**Where the registers sit**

The bar under the picture is 50 µm long. Other sequential cells in the stronger grey, the rest of the logic in the fainter grey.
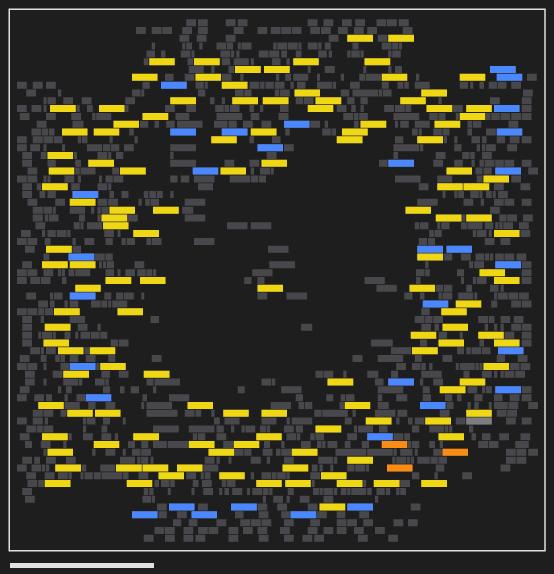
**Routed metal per tile**

The die is cut into 37 by 38 equal tiles; dark blue is low, red is high, scaled to the fullest tile. Values are wire area over tile area, all layers added.
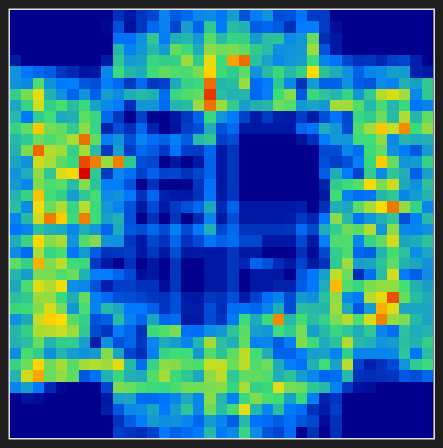
**Drive-strength map**

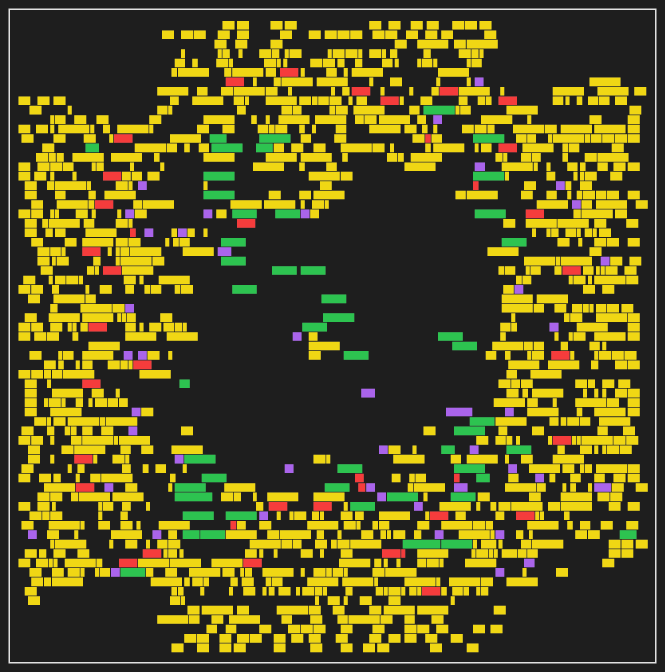
Design tap_shift_buffer, sky130hd; sources not shown.
==> impl.org <==
#+TITLE: Flow metrics

** Drt
- Average via count per standard cell :: 5.17
- The pre-antenna-repair detailed-routing pass consisted of 5 iterations.
- Post-detailed-route DRC marker count :: 0
- Drt first-iter violations :: just over 500

** Floorplan
- Tapcell count :: 448
- After floorplanning, the core was divided into 67 placement rows.
- Core footprint :: 33,100 µm²
- Die boundary width :: 186 µm
- Die area :: 35,000 µm²

** Timing
- In the finished design, the share of the clock period the worst path needs comes to 95.4%.
- The final report lists the setup-violating endpoint count as 0.
- Setup repair after global routing could not meet its margin everywhere.
- Slew at the pin closest to its max-slew limit :: approximately 750 ps
- The tightest hold path in the finished design has a slack of 51.8 ps.
- Relative max-transition margin :: 50.0%
- The final timing report lists a max-slew violation count of 0.

** Clock network
- Count of cells resized by post-cts repair :: 6
- Post-CTS timing repair inserted 2 buffers for setup.
- The post-CTS hold buffer count recorded in the log is 1.
- Number of clock buffers inserted by TritonCTS :: 17
- In this run the deepest clock path goes through 2 buffers.
- Root Buffer :: sky130_fd_sc_hd__clkbuf_16
- Insertion delay at the late pin of the worst-skew pair :: between 400 and 500 ps

** Placed design
- Routability cong. :: 0.803
- After detailed placement, the design holds a cell count of between 1,500 and 2,000.
- Number of port buffers :: roughly 330
- Final HPWL from detailed placement :: 23,100 µm

** Final layout
- Number of diodes :: 1
- Per the layout report, the design carries 3,296 filler cells.
- The clock buffers instantiated in the layout total 22.
- Number of flip-flops under the largest register name :: 128
- Share of cells above drive strength 1 :: 11.8%
- Once layout is complete, the cells apart from fillers number about 1,600.
- Multi-input logic portion of the cell area :: 27.4%
- NumNets Final :: around 1,300
- Non-clock inverter instance count of the final layout :: 6
- In the finished design the tool counted flip-flops and latches totalling about 160.
- 533 cells are multi-input combinational gates.

** Yosys
- The synthesized netlist handed to floorplanning was reported with a cell count of 800.
- Yosys top cell area share :: 50.5%
- Among all flip-flop cells after synthesis, the most frequent one is sky130_fd_sc_hd__dfrtp_1.
- Per the synth stats, the proportion of register bits with asynchronous set or reset is 100%.
- Post-synthesis cell count from yosys :: 800
- For this run, the register share of the synthesized area comes to 50.5%.
- XOR/XNOR Area Share :: 0%
- Fraction of the mapped netlist area in adder cells :: less than 1%
- Cell taking the most area after synthesis :: sky130_fd_sc_hd__dfrtp_1
- Most numerous cell types in the synthesized netlist :: sky130_fd_sc_hd__nor2_1 (192), sky130_fd_sc_hd__dfrtp_1 (164), sky130_fd_sc_hd__buf_2 (40)
- After synthesis, the share of cell area in mux cells is 0.246%.
- Netlist area before placement :: 8130 µm²
- Number of storage elements in the synthesis netlist :: between 150 and 200
- Post-synthesis area per instance :: 10.2 µm²
- Summing the areas of all and, or, nand and nor instances in the mapped netlist gives 16.6% of the synthesized area.
- Largest family of logic cells by area :: AND-OR/OR-AND gates
- Distinct lib cells used :: 32

** Power and ir drop
- For this design the ratio of total power to cell area is 666 nW/µm².
- Post-route total power :: ~8500 µW
- The leakage component of the power was reported as 0.00505 µW.
- Per the power-grid run, VDD falls by no more than 0.537 mV.

** Global routing
- Entering global routing, the biggest net connects 59 pins.
- After global routing the overflow that remains totals 0.

** Worst setup path
- R2R cell count :: 5
- Worst Path Class, Setup :: reg2reg
- Worst Setup Start Kind :: flip-flop
- Critical Path RT :: around 2200 ps

** Run
- Number of OpenROAD warnings :: 27
- Max-cap violations in this run came to 0.

** Min path
- The worst hold path was traced through 2 stages.
- Class of the tightest hold or removal check :: in2reg

** Run status
- The flow ran to the end, and the final reports show no timing, DRC or antenna violations.
About 'where the registers sit':
Key: yellow = r [placed flops 128, where widely spread]; blue = Data_out [placed flops 32, where widely spread]; orange = count [placed flops 3]
register cell area after layout: 4100 µm²
power of the sequential group: 3530 µW
core utilization of the finished layout: 38.7%
Seq/total area: 32.1%

About 'routed metal per tile':
The emptiest ninth of the die: centre. The mean over all tiles is 0.16. The fullest tile reaches 0.54. 18% of the tiles are over half the peak. 16% of the tiles are nearly empty.
vias after detailed routing: 8,122
WL final: 34,200 µm
GRT Util Overall: 19.2%
drt wl/cell: 21.8 µm

About 'drive-strength map':
Key: purple = x3 and x4 [cells 44]; yellow = x1 and smaller [cells 990]; green = x6 and larger [cells 49]; red = x2 [cells 39]
Layout area overhead: 57.4%
final std cell area, no fill: 12,800 µm²

==> cell families (layout without fill, tap and decap cells) <==
family                   Yosys count  in the layout
other                              0              1
AND/OR/NAND/NOR                  298            299
buffers and inverters            104            425
multiplexers                       2              2
AND-OR/OR-AND                    230            230
flip-flops                       164            164
adder cells (fa/ha/maj)            2              2
==> metal layers <==
layer	track usage, %	wire, µm	vias up
li1	-	-	3683
met1	26.1	15300	4084
met2	29.9	15700	328
met3	5.55	2800	27
met4	5.15	420	0
met5	0	0	-
==> per-stage QoR <==
stage               TNS (ps)  area, µm²  util [%]
floorplan            -123220       7600         -
global placement      -13110      12200      36.8
detailed placement    -17150      12200      36.8
CTS                        0      12800      38.6
global route           -11.4      12800      38.7
finish                     0      12800      38.7
==> where the power goes <==
| part | total (µW) | leakage (µW) | internal (µW) | switching, µW |
|---|---|---|---|---|
| Sequential | 3530 | 0.00215 | 3370 | 163 |
| Clock | 3230 | 0.000282 | 1840 | 1390 |
| Combinational | 1770 | 0.00262 | 963 | 806 |
==> critical path, cell delays in order (launching register included) <==
cell	delay [ps]
sky130_fd_sc_hd__dfrtp_1	360
sky130_fd_sc_hd__nor2b_4	370
sky130_fd_sc_hd__buf_4	200
sky130_fd_sc_hd__buf_12	190
sky130_fd_sc_hd__nor4_1	60
sky130_fd_sc_hd__a2111oi_0	430
==> layout by cell type (no fill, tap or decap), drive strengths merged, types with 2 or more instances in the layout <==
cell	count
a2111oi	96
a211oi	33
a21oi	2
a22o	32
a311oi	33
and3	32
buf	59
bufinv	2
clkbuf	24
clkdlybuf4s50	325
clkinv	5
clkinvlp	2
dfrtp	164
ha	2
inv	6
mux2i	2
nand2	5
nand3	32
nor2	194
nor4	32
o21ai	32
No activity file was given, so power comes from the tool's default toggle rates.
